Signal wires by layer:
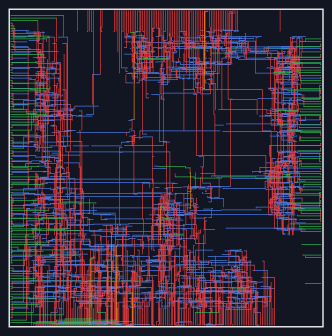
Gate-type map:
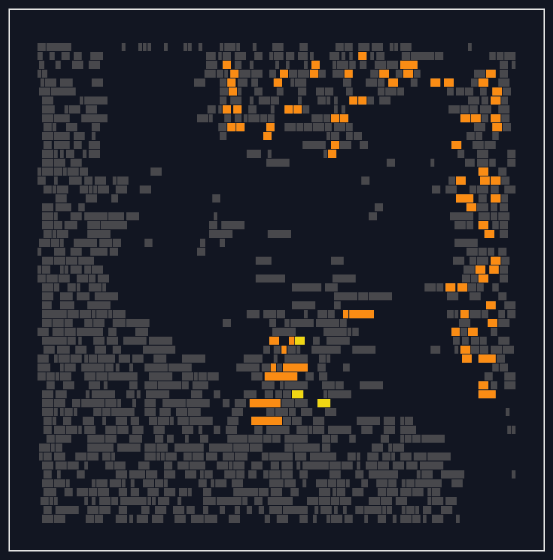
Routed clock nets over the placement:
Bar = 50 µm.
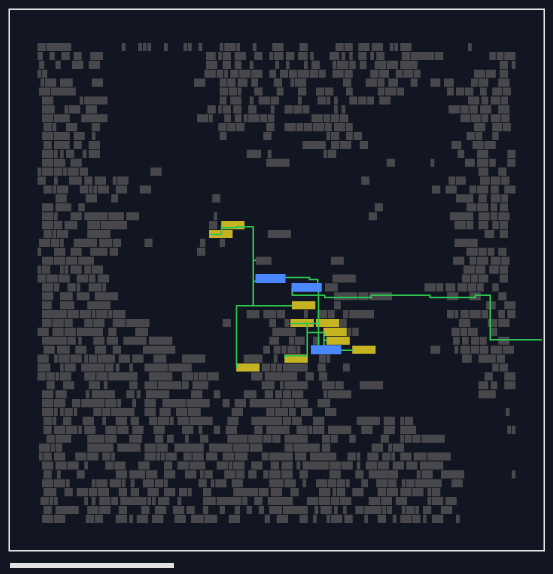
===== config.mk =====
export PLATFORM = sky130hd
export DESIGN_NAME = obi_bank_xbar
export DESIGN_NICKNAME = d
export VERILOG_FILES = /design/src/rtl/obi_pkg.sv /design/src/rtl/obi_xbar_pkg.sv /design/src/rtl/rr_arbiter.sv /design/src/rtl/obi_bank_xbar.sv
export SDC_FILE = /design/constraint.sdc
export NUM_CORES = 1
export LEC_CHECK = 0
export CORE_AREA = 8 8 155 157
export CTS_CLUSTER_SIZE = 24
export DETAILED_ROUTE_END_ITERATION = 8
export DIE_AREA = 0 0 163 165
export GPL_ROUTABILITY_DRIVEN = 0
export HOLD_SLACK_MARGIN = 0.02
export SYNTH_ARGS = -nofsm -noshare
export SYNTH_HDL_FRONTEND = slang
export SYNTH_SLANG_ARGS = --single-unit

===== constraint.sdc =====
create_clock -name clk_i -period 2.11 [get_ports clk_i]
set_input_delay 0.211 -clock clk_i [delete_from_list [all_inputs] [get_ports clk_i]]
set_output_delay 0.211 -clock clk_i [all_outputs]
set_load 0.03 [all_outputs]

===== src/rtl/obi_pkg.sv =====
// Shared OBI request/response payload types.
//   obi_req_t  : req, we, be, addr, wdata (initiator -> target)
//   obi_resp_t : gnt, rvalid, rdata       (target -> initiator)
package obi_pkg;

  localparam int unsigned ADDR_W = 32;
  localparam int unsigned DATA_W = 32;
  localparam int unsigned BE_W   = DATA_W / 8;

  typedef struct packed {
    logic              req;
    logic              we;
    logic [BE_W-1:0]   be;
    logic [ADDR_W-1:0] addr;
    logic [DATA_W-1:0] wdata;
  } obi_req_t;

  typedef struct packed {
    logic              gnt;
    logic              rvalid;
    logic [DATA_W-1:0] rdata;
  } obi_resp_t;

endpackage


===== src/rtl/obi_xbar_pkg.sv =====
// Helpers for the banked OBI crossbar: error read data, bank decode and
// bank-local address remap for contiguous or word-interleaved layouts,
// and an index-width helper that never returns zero.
package obi_xbar_pkg;

  localparam logic [31:0] ERR_RDATA = 32'hBADCAB1E;

  // Width of an index into n items; at least 1 bit so n == 1 still elaborates.
  function automatic int unsigned idx_width(input int unsigned n);
    return (n > 1) ? $clog2(n) : 1;
  endfunction

  // Bank selected by a region offset.
  function automatic logic [31:0] bank_index(input logic [31:0] off,
                                             input int unsigned wb,
                                             input int unsigned nb,
                                             input bit          interleaved);
    if (interleaved) return (off >> 2) & ((32'd1 << nb) - 32'd1);
    return off >> wb;
  endfunction

  // Byte address inside the selected bank, truncated to wb bits.
  function automatic logic [31:0] bank_remap(input logic [31:0] off,
                                             input int unsigned wb,
                                             input int unsigned nb,
                                             input bit          interleaved);
    logic [31:0] a;
    if (interleaved) a = ((off >> (2 + nb)) << 2) | (off & 32'd3);
    else             a = off;
    return a & ((32'd1 << wb) - 32'd1);
  endfunction

endpackage


===== src/rtl/rr_arbiter.sv =====
// Round-robin arbiter with a registered priority pointer.
//   clk_i, rst_i : clock, synchronous active-high reset
//   i_req        : request vector
//   i_advance    : winner was accepted; move pointer past it
//   o_gnt_oh     : one-hot winner (all zero when nobody requests)
//   o_gnt_idx    : winner index (0 when nobody requests)
module rr_arbiter
  import obi_xbar_pkg::*;
#(
  parameter int unsigned NUM_REQ = 2,
  parameter int unsigned IW      = idx_width(NUM_REQ)
) (
  input  logic               clk_i,
  input  logic               rst_i,
  input  logic [NUM_REQ-1:0] i_req,
  input  logic               i_advance,
  output logic [NUM_REQ-1:0] o_gnt_oh,
  output logic [IW-1:0]      o_gnt_idx
);

  logic [IW-1:0] r_ptr;
  logic          w_found;

  // (base + k) mod NUM_REQ for base < NUM_REQ, k <= NUM_REQ.
  function automatic logic [IW-1:0] wrap_add(input logic [IW-1:0] base,
                                             input int unsigned   k);
    int unsigned s;
    s = 32'(base) + k;
    if (s >= NUM_REQ) s = s - NUM_REQ;
    return IW'(s);
  endfunction

  // First requester at or after the pointer, wrapping.
  always_comb begin
    o_gnt_idx = '0;
    w_found   = 1'b0;
    o_gnt_oh  = '0;
    for (int unsigned k = 0; k < NUM_REQ; k++) begin
      if (!w_found && i_req[wrap_add(r_ptr, k)]) begin
        w_found   = 1'b1;
        o_gnt_idx = wrap_add(r_ptr, k);
      end
    end
    for (int unsigned k = 0; k < NUM_REQ; k++) begin
      o_gnt_oh[k] = w_found && (o_gnt_idx == IW'(k));
    end
  end

  always_ff @(posedge clk_i) begin
    if (rst_i)          r_ptr <= '0;
    else if (i_advance) r_ptr <= wrap_add(o_gnt_idx, 1);
  end

endmodule


===== src/rtl/obi_bank_xbar.sv =====
// Multi-master OBI crossbar in front of a banked SRAM. Each master request
// is decoded to a bank, each bank arbitrates round-robin, and the bank's
// fixed 1-cycle read response is routed back to the issuing master.
// Out-of-range accesses are granted at once and answered with ERR_RDATA.
//   clk_i, rst_i  : clock, synchronous active-high reset
//   master_req_i  : per-master OBI requests
//   master_resp_o : per-master gnt (combinational), rvalid/rdata (next cycle)
//   bank_req_o    : per-bank OBI requests (combinational)
//   bank_resp_i   : per-bank gnt, rvalid, rdata
module obi_bank_xbar
  import obi_pkg::*;
  import obi_xbar_pkg::*;
#(
  parameter int unsigned NUM_MASTERS = 2,
  parameter int unsigned NUM_BANKS   = 2,
  parameter int unsigned BANK_SIZE_B = 32768,
  parameter bit          INTERLEAVED = 1'b0,
  parameter logic [31:0] BASE_ADDR   = 32'h0
) (
  input  logic      clk_i,
  input  logic      rst_i,
  input  obi_req_t  master_req_i  [NUM_MASTERS],
  output obi_resp_t master_resp_o [NUM_MASTERS],
  output obi_req_t  bank_req_o    [NUM_BANKS],
  input  obi_resp_t bank_resp_i   [NUM_BANKS]
);

  localparam int unsigned WB   = $clog2(BANK_SIZE_B);
  localparam int unsigned NB   = $clog2(NUM_BANKS);
  localparam int unsigned MIW  = idx_width(NUM_MASTERS);
  localparam logic [63:0] SPAN = 64'(NUM_BANKS) * 64'(BANK_SIZE_B);

  if (INTERLEAVED && ((NUM_BANKS & (NUM_BANKS - 1)) != 0)) begin : g_il_chk
    $error("obi_bank_xbar: INTERLEAVED needs a power-of-2 NUM_BANKS");
  end
  if ((BANK_SIZE_B & (BANK_SIZE_B - 1)) != 0) begin : g_size_chk
    $error("obi_bank_xbar: BANK_SIZE_B must be a power of 2");
  end

  logic [31:0]            w_off   [NUM_MASTERS];
  logic [31:0]            w_bank  [NUM_MASTERS];
  logic [31:0]            w_baddr [NUM_MASTERS];
  logic [NUM_BANKS-1:0]   w_tgt   [NUM_MASTERS];
  logic [NUM_MASTERS-1:0] w_oor;
  logic [NUM_MASTERS-1:0] w_breq  [NUM_BANKS];
  logic [NUM_MASTERS-1:0] w_win_oh[NUM_BANKS];
  logic [MIW-1:0]         w_win   [NUM_BANKS];
  logic [NUM_BANKS-1:0]   w_hs;

  logic [NUM_BANKS-1:0]   r_rsp_vld;
  logic [NUM_BANKS-1:0]   r_rsp_we;
  logic [MIW-1:0]         r_rsp_mst [NUM_BANKS];
  logic [NUM_MASTERS-1:0] r_err_vld;

  // Address decode and per-bank request vectors.
  always_comb begin
    for (int unsigned m = 0; m < NUM_MASTERS; m++) begin
      w_off[m]   = master_req_i[m].addr - BASE_ADDR;
      w_bank[m]  = bank_index(w_off[m], WB, NB, INTERLEAVED);
      w_baddr[m] = bank_remap(w_off[m], WB, NB, INTERLEAVED);
      // Offsets below BASE_ADDR wrap to large values and land here too.
      w_oor[m]   = (w_bank[m] >= 32'(NUM_BANKS)) || ({32'd0, w_off[m]} >= SPAN);
      w_tgt[m]   = '0;
      for (int unsigned b = 0; b < NUM_BANKS; b++) begin
        if (master_req_i[m].req && !w_oor[m] && (w_bank[m] == 32'(b)))
          w_tgt[m][b] = 1'b1;
      end
    end
    for (int unsigned b = 0; b < NUM_BANKS; b++) begin
      for (int unsigned m = 0; m < NUM_MASTERS; m++) begin
        w_breq[b][m] = w_tgt[m][b];
      end
    end
  end

  for (genvar b = 0; b < NUM_BANKS; b++) begin : g_arb
    rr_arbiter #(
      .NUM_REQ (NUM_MASTERS),
      .IW      (MIW)
    ) u_arb (
      .clk_i     (clk_i),
      .rst_i     (rst_i),
      .i_req     (w_breq[b]),
      .i_advance (w_hs[b]),
      .o_gnt_oh  (w_win_oh[b]),
      .o_gnt_idx (w_win[b])
    );
  end

  // Bank request muxing, master grants and response routing.
  always_comb begin
    w_hs = '0;
    for (int unsigned b = 0; b < NUM_BANKS; b++) begin
      bank_req_o[b]     = '0;
      bank_req_o[b].req = |w_breq[b];
      if (|w_breq[b]) begin
        bank_req_o[b].we    = master_req_i[w_win[b]].we;
        bank_req_o[b].be    = master_req_i[w_win[b]].be;
        bank_req_o[b].wdata = master_req_i[w_win[b]].wdata;
        bank_req_o[b].addr  = w_baddr[w_win[b]];
      end
      w_hs[b] = (|w_breq[b]) && bank_resp_i[b].gnt;
    end
    for (int unsigned m = 0; m < NUM_MASTERS; m++) begin
      master_resp_o[m]     = '0;
      master_resp_o[m].gnt = master_req_i[m].req && w_oor[m];
      for (int unsigned b = 0; b < NUM_BANKS; b++) begin
        if (w_win_oh[b][m] && bank_resp_i[b].gnt) master_resp_o[m].gnt = 1'b1;
      end
      // Responses are suppressed while reset is held so nothing in flight leaks out.
      if (!rst_i) begin
        if (r_err_vld[m]) begin
          master_resp_o[m].rvalid = 1'b1;
          master_resp_o[m].rdata  = ERR_RDATA;
        end
        for (int unsigned b = 0; b < NUM_BANKS; b++) begin
          if (r_rsp_vld[b] && (r_rsp_mst[b] == MIW'(m))) begin
            master_resp_o[m].rvalid = 1'b1;
            master_resp_o[m].rdata  = r_rsp_we[b] ? 32'd0 : bank_resp_i[b].rdata;
          end
        end
      end
    end
  end

  // Remember who owns next cycle's response on each bank.
  always_ff @(posedge clk_i) begin
    if (rst_i) begin
      r_rsp_vld <= '0;
      r_rsp_we  <= '0;
      r_err_vld <= '0;
      for (int unsigned b = 0; b < NUM_BANKS; b++) r_rsp_mst[b] <= '0;
    end else begin
      r_rsp_vld <= w_hs;
      for (int unsigned b = 0; b < NUM_BANKS; b++) begin
        r_rsp_we[b]  <= bank_req_o[b].we;
        r_rsp_mst[b] <= w_win[b];
      end
      for (int unsigned m = 0; m < NUM_MASTERS; m++) begin
        r_err_vld[m] <= master_req_i[m].req && w_oor[m];
      end
    end
  end

  // Banks must answer exactly one cycle after every accepted request.
  always @(posedge clk_i) begin
    if (!rst_i) begin
      for (int unsigned b = 0; b < NUM_BANKS; b++) begin
        assert (bank_resp_i[b].rvalid == r_rsp_vld[b])
          else $error("obi_bank_xbar: bank %0d rvalid out of step with grant", b);
      end
    end
  end

endmodule

==> impl_metrics.env <==
# flow metrics
export IMPL_clk_insertion_delay_late_ps=240
export IMPL_status="finished, violations left"
export IMPL_avgSynthCellArea_um2=7.32
export IMPL_fp_dieW_um=163
export IMPL_internal_power_mw=0.960
export IMPL_top_cell_area_share_pct=27.2
export IMPL_path_clk_slew_ps=40
export IMPL_post_cts_buffers=15
export IMPL_ys_flops=10
export IMPL_cts_buffers=3
export IMPL_combPwrFrac_pct=60.8
export IMPL_chip_area_um2=26900
export IMPL_clkSinkCount=10
export IMPL_max_freq_ghz=0.427
export IMPL_min_period_over_period_pct=111
export IMPL_violations="negative setup slack"
export IMPL_synth_cell_type_count=42
export IMPL_cp_arrival_ps=2130
export IMPL_tightest_slew_ps=567
export IMPL_grt_max_degree=33
export IMPL_dp_hpwl_um=19300
export IMPL_grt_pass1_wl_um=34500
export IMPL_vias_per_cell=4.48
export IMPL_netlist_instances=523
export IMPL_min_path_type="in2reg"
export IMPL_syn2layout_area_growth_pct=133
export IMPL_ioPinCount=418
export IMPL_overflow=0
export IMPL_yosys_top_cells_area="mux2i_1, nor2_1, a221oi_1, buf_4, nand2b_1"
export IMPL_crit_path_end_kind="primary output"
export IMPL_r2r_slack_ps=220
export IMPL_final_cells=1230
export IMPL_wl_um=23800
export IMPL_fillCellCount=2142
export IMPL_clkPwrFrac_pct=25.9
export IMPL_syn_area_um2=3830
export IMPL_sw_frac_of_total_pct=34.2
export IMPL_layout_top_cell="buf_4"
export IMPL_ctsHtreeMaxLevel=1
export IMPL_required_ps=1900
export IMPL_cts_buffer_depth=2
export IMPL_rows=54
export IMPL_num_vias=5515
export IMPL_cts_resized=155
export IMPL_p_seq_share_pct=13.2
export IMPL_p_leak_nw=3.71
export IMPL_p_switching_mw=0.499
export IMPL_yosys_area_um2=3830
export IMPL_avgRoutedWirePerCell_um=19.4
export IMPL_cp_max_fo=5
export IMPL_ys_async_sr_fraction_pct=0
export IMPL_fin_ws_ps=-234
export IMPL_ys_cells=523
export IMPL_nNetsFinal=1159
export IMPL_drc=0
export IMPL_postCtsHoldBufs=0
export IMPL_ff_type="dfxtp_1"
export IMPL_setup_viol=102
export IMPL_antenna_found_initial=2
export IMPL_drive_above_1_share_pct=38.2
## Picture notes: 'signal wires by layer'
Green is M3, wire length 2380 µm. Blue is M1, wire length 8790 µm. Orange is M4, wire length 369 µm. Red is M2, wire length 12300 µm.

## Picture notes: 'gate-type map'
Orange is aoi and oai cells, cells 74. Yellow is non-inverting ao/oa cells, cells 3.

## Picture notes: 'routed clock nets over the placement'
Blue is clock-net drivers, count 3. Yellow is flip-flops, count 10. Green is clock wires, length 265 µm.
There are 4 routed clock nets. Position of the flops: center.

-- layout make-up --
class / count / area (µm²) / share of cell area (%)
antenna: 2 / 5.00 / 0.0560
clock buffer: 4 / 88.8 / 0.995
inverter: 7 / 26.3 / 0.294
multi-input combinational: 453 / 3450 / 38.6
sequential: 10 / 200 / 2.24
tap: 280 / 350 / 3.92
timing repair buffer: 474 / 4810 / 53.8
-- metal layers --
metal  share of wire [%]  GRT usage [%]
met1                  37           17.9
met5                   0              0
met2                  52           29.6
met4                 1.5           3.00
met3                  10           5.96
-- synth_stat cells (2+ instances only) --
| cell type | number |
|---|---|
| a21oi_1 | 2 |
| a221oi_1 | 38 |
| a22oi_1 | 26 |
| a311oi_2 | 2 |
| and2_1 | 2 |
| and3_1 | 3 |
| buf_12 | 10 |
| buf_2 | 3 |
| buf_4 | 35 |
| buf_6 | 2 |
| clkbuf_1 | 35 |
| dfxtp_1 | 10 |
| inv_1 | 7 |
| mux2i_1 | 104 |
| nand2_1 | 3 |
| nand2b_1 | 39 |
| nand3_1 | 3 |
| nand3b_1 | 2 |
| nand4_1 | 2 |
| nor2_1 | 134 |
| nor2_2 | 2 |
| nor2b_1 | 29 |
| nor3_1 | 4 |
| nor4_2 | 3 |
| nor4_4 | 5 |
| o21ai_0 | 2 |
-- state kept, by name, indices dropped and copies added (netlist names) --
| signal | count |
|---|---|
| g_arb.u_arb.r_ptr | 2 |
| r_err_vld | 2 |
| r_rsp_mst | 2 |
| r_rsp_vld | 2 |
| r_rsp_we | 2 |
-- power groups by stage --
stage / registers, mW / logic [mW] / clock network, mW
after floorplan: 0.195 / 0.364 / 0
after detailed placement: 0.196 / 0.851 / 0
final: 0.193 / 0.888 / 0.378
after global placement: 0.196 / 0.844 / 0
after CTS: 0.193 / 0.854 / 0.391
after global routing: 0.193 / 0.950 / 0.409
-- worst max-delay path, cell delays in order --
cell      delay, ps
buf_6           100
nor4_4          330
buf_4           180
nand3_4          70
a311oi_4        350
buf_12          170
buf_12          130
buf_12          120
mux2i_4         220
nor2_1           60
buf_4           190
-- worst paths after layout --
kind / from / end / cells after the start
worst max register to register: g_arb[0].u_arb.r_ptr / r_rsp_we[0] / 9
worst min register to register: g_arb[1].u_arb.r_ptr / g_arb[1].u_arb.r_ptr / 2
worst min-delay path: rst_i / r_err_vld[1] / 3
worst max-delay path: master_req_i[58] / bank_req_o[116] / 11
-- cell families (layout without fill, tap and decap cells) --
kind of cell    after synthesis  in the layout  synth area share [%]
simple gates                237            238                  32.5
mux                         104            104                  27.2
buf+inv                      94            485                  18.1
compound gates               77             77                  16.8
flops                        10             10                  5.23
other cells                   1             36                0.0979
-- metrics by stage --
step | setup slack, ps | total power [mW] | setup TNS [ps] | instance area, µm² | util [%]
final | -234 | 1.46 | -13850 | 8930 | 41.6
after floorplan | 69.8 | 0.560 | 0 | 3950 | -
after global routing | -315 | 1.55 | -24810 | 8930 | 41.6
after detailed placement | -654 | 1.05 | -52440 | 8090 | 37.6
after CTS | -237 | 1.44 | -16170 | 8480 | 39.4
after global placement | -632 | 1.04 | -51370 | 8090 | 37.6
Power figures rest on the tool's default switching activity, not on a simulated workload.
